## config.mk

```make
export PLATFORM = sky130hd
export DESIGN_NAME = cva5_fifo_reader
export DESIGN_NICKNAME = d
export VERILOG_FILES = /design/src/rtl/cva5_fifo_reader.sv
export SDC_FILE = /design/constraint.sdc
export NUM_CORES = 1
export LEC_CHECK = 0
export CAP_MARGIN = 20
export CORE_AREA = 2 2 113 115
export CTS_CLUSTER_SIZE = 40
export DETAILED_ROUTE_END_ITERATION = 10
export DIE_AREA = 0 0 115 117
export PLACE_DENSITY = 0.55
export SYNTH_ARGS = -nofsm -noshare
export SYNTH_HDL_FRONTEND = slang
export SYNTH_SLANG_ARGS = --single-unit
```

## constraint.sdc

```tcl
create_clock -name clk -period 4.3 [get_ports clk]
set_input_delay 0.86 -clock clk [delete_from_list [all_inputs] [get_ports clk]]
set_output_delay 0.86 -clock clk [all_outputs]
set_load 0.1 [all_outputs]
```

## src/rtl/cva5_fifo_reader.sv

```systemverilog
// cva5_fifo_reader: drains a small FIFO into a registered valid/ready stream.
// A two-entry (head + skid) buffer lets the FIFO pop decision depend only on
// registered occupancy, so out_ready never reaches fifo_pop combinationally.
module cva5_fifo_reader #(
    parameter int DATA_WIDTH  = 32,
    parameter int COUNT_WIDTH = 16
) (
    input  logic                   clk,
    input  logic                   rst,
    input  logic                   fifo_valid,
    input  logic [DATA_WIDTH-1:0]  fifo_data,
    output logic                   fifo_pop,
    input  logic                   flush,
    output logic                   out_valid,
    input  logic                   out_ready,
    output logic [DATA_WIDTH-1:0]  out_data,
    output logic [COUNT_WIDTH-1:0] out_count
);

    typedef enum logic [1:0] {
        EMPTY = 2'd0,
        ONE   = 2'd1,
        TWO   = 2'd2
    } state_t;

    state_t                state;
    state_t                next_state;
    logic [DATA_WIDTH-1:0] head;
    logic [DATA_WIDTH-1:0] skid;
    logic                  accept;

    assign accept   = out_valid & out_ready;
    assign out_data = head;

    // Occupancy state register
    always_ff @(posedge clk or negedge rst) begin
        if (!rst) state <= EMPTY;
        else      state <= next_state;
    end

    // Occupancy transitions; flush overrides everything
    always_comb begin
        next_state = state;
        if (flush) begin
            next_state = EMPTY;
        end else begin
            case (state)
                EMPTY: if (fifo_pop) next_state = ONE;
                ONE: begin
                    if (fifo_pop && !accept)      next_state = TWO;
                    else if (!fifo_pop && accept) next_state = EMPTY;
                end
                TWO:   if (accept) next_state = ONE;
                default: next_state = EMPTY;
            endcase
        end
    end

    // Outputs: pop only from registered state, never from out_ready
    always_comb begin
        out_valid = (state != EMPTY);
        fifo_pop  = fifo_valid & ~flush & (state != TWO) & rst;
    end

    // Head/skid data moves; contents after a flush are don't-care
    always_ff @(posedge clk or negedge rst) begin
        if (!rst) begin
            head <= '0;
            skid <= '0;
        end else if (!flush) begin
            case (state)
                EMPTY: if (fifo_pop) head <= fifo_data;
                ONE: begin
                    if (fifo_pop && accept)       head <= fifo_data;
                    else if (fifo_pop && !accept) skid <= fifo_data;
                end
                TWO:   if (accept) head <= skid;
                default: ;
            endcase
        end
    end

    // Delivered-entry counter; an accept in a flush cycle still counts
    always_ff @(posedge clk or negedge rst) begin
        if (!rst)        out_count <= '0;
        else if (accept) out_count <= out_count + COUNT_WIDTH'(1);
    end

endmodule

```

layer_met2.png
Cells faint in the background.
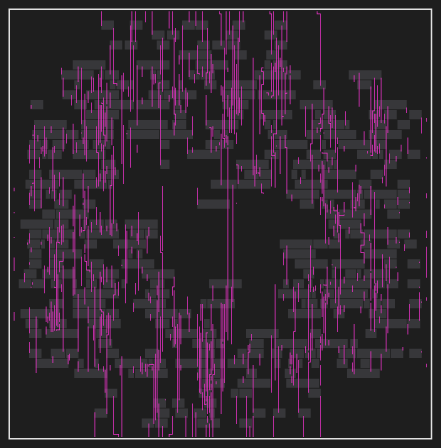
nets with wire on the layer: 360
main direction: vertical
routed vias: 2,457
Post-Route WL: 7630 µm
global routing usage on met2: 19.8%

cell_density.png
The die is cut into 12 by 12 equal tiles; white is low, dark blue is high, 0 to 100% covered.
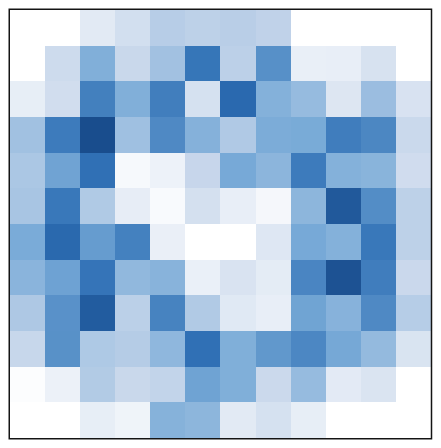
tiles over 75% full: 4.2%
mean over tiles: 35%
fullest tile: 88%
nearly empty tiles: 12%
emptiest ninth of the die: centre
fp util: 29.0%
post-layout util: 39.3%
core area: 12,300 µm²

==> results_slide.txt <==
Synthesis and Place & Route Summary

Drt
  – Initial DRC Count: 66
  – Post-route ant nets: 0

Yosys
  – Leading area contributor after synthesis: dfrtp_1
  – Yosys stat cell total: 288
  – Seq share, synth: 57.5%

Setup path
  – Crit Reg-Reg Endpoint: out_data[12]
  – RR Startpoint: state[0]
  – Setup crit start kind: flop
  – Arrival time worst endpoint: 2.17 ns

Power and ir drop
  – P per Cell Area: 587 nW/µm²

Placed design
  – Post-DP HPWL: 5130 µm

Floorplan
  – Chip height: ~120 µm
  – Die area: 13,500 µm²
  – Die W: 115 µm

Finish
  – Cell area after layout: 4840 µm²
  – # fillers: between 1k and 1.5k
  – Layout Nets: 410

Final timing
  – Final worst slack: about 1.3 ns
  – Fin Setup TNS: 0 ns
  – RSZ-0062 raised after global routing: false
  – Max Fclk: 0.330 GHz

Clock tree
  – Clock latency at the later pin of the worst-skew pair: approximately 0.33 ns
  – Clock sinks: 82
  – Post-CTS Setup Inserts: 0
  – CTS buffer count: 9

Status
  – Status: finished clean

Flow run
  – Tool Warnings: 26

Min path
  – Hold path start: out_count[15]

Global routing
  – Largest net degree at the start of global routing: 51
[area by class of cell]
type | count | area (µm²) | area share [%]
clock inverter | 3 | 40.0 | 0.828
tap | 150 | 188 | 3.88
clock buffer | 13 | 240 | 4.97
inverter | 1 | 3.75 | 0.0776
sequential | 82 | 2050 | 42.4
timing repair buffer | 90 | 898 | 18.6
multi-input combinational | 188 | 1410 | 29.2
[cell usage in the layout, fill, tap and decap left out, drive strengths merged, types with 2 or more instances in the layout]
master | Yosys | final
a21oi | 34 | 34
and3 | 3 | 3
buf | 17 | 6
clkbuf | 0 | 13
clkdlybuf4s50 | 0 | 84
clkinv | 0 | 2
dfrtp | 82 | 82
mux2 | 33 | 33
mux2i | 33 | 33
nand2 | 6 | 6
nand3 | 6 | 6
nor2 | 38 | 38
nor3 | 5 | 5
xnor2 | 8 | 8
xor2 | 7 | 7
[metrics by stage]
stage / total power (W) / cells
after floorplan: 0.00183 / 288
after global placement: 0.00211 / 511
after detailed placement: 0.00212 / 511
after CTS: 0.00288 / 527
after global routing: 0.00297 / 527
final: 0.00284 / 527
[cells in the mapped netlist (all sizes together)]
master   instances
and4             1
o22a             1
o21ai            1
and3b            1
nor2            38
ha               1
nand3            6
mux2i           33
nand3b           1
and2b            1
dfrtp           82
nand4b           1
nor3             5
xor2             7
or4              1
o211ai           1
nand4            1
nor2b            1
inv              1
mux2            33
nand4bb          1
nand2            6
buf             17
and3             3
or2              1
a21oi           34
xnor2            8
a31oi            1
[power breakdown]
part,switching (W),internal [W]
Clock,0.000284,0.000449
Sequential,0.0000964,0.000919
Combinational,0.000806,0.000283
[kinds of logic after synthesis]
group / share of synthesized area, %
AND-OR/OR-AND: 6.27
flip-flops: 57.5
multiplexers: 19.7
adder cells (fa/ha/maj): 0.350
buffers and inverters: 3.08
AND/OR/NAND/NOR: 9.46
XOR/XNOR: 3.68
[sequential cells by signal, summed over array words and instances, names as in the netlist]
name / cells
state: 2
out_count: 16
out_data: 32
skid: 32
[per-layer routing]
metal  vias up  global-route usage (%)  wire [µm]
met5         -                       0          0
met4         0                    4.42        123
met3        12                    4.02        437
met2        63                    19.8       3700
met1      1214                    14.3       3370
li1       1168                       -          -
[worst max path at each step]
stage,from,to,slack (ns),depth (start not counted)
floorplan,state[1],fifo_pop,0.35,5
global placement,out_ready,out_data[23],1.35,6
detailed placement,out_ready,out_data[20],1.28,6
CTS,state[0],out_valid,1.26,2
global route,state[0],out_valid,1.19,2
finish,state[0],out_valid,1.27,2
[critical path, delay by kind of cell (launching register included)]
family        cells  cell delay (ns)
simple gates      1             0.18
flops             1             0.55
buf+inv           1             1.12
No activity file was given, so power comes from the tool's default toggle rates.
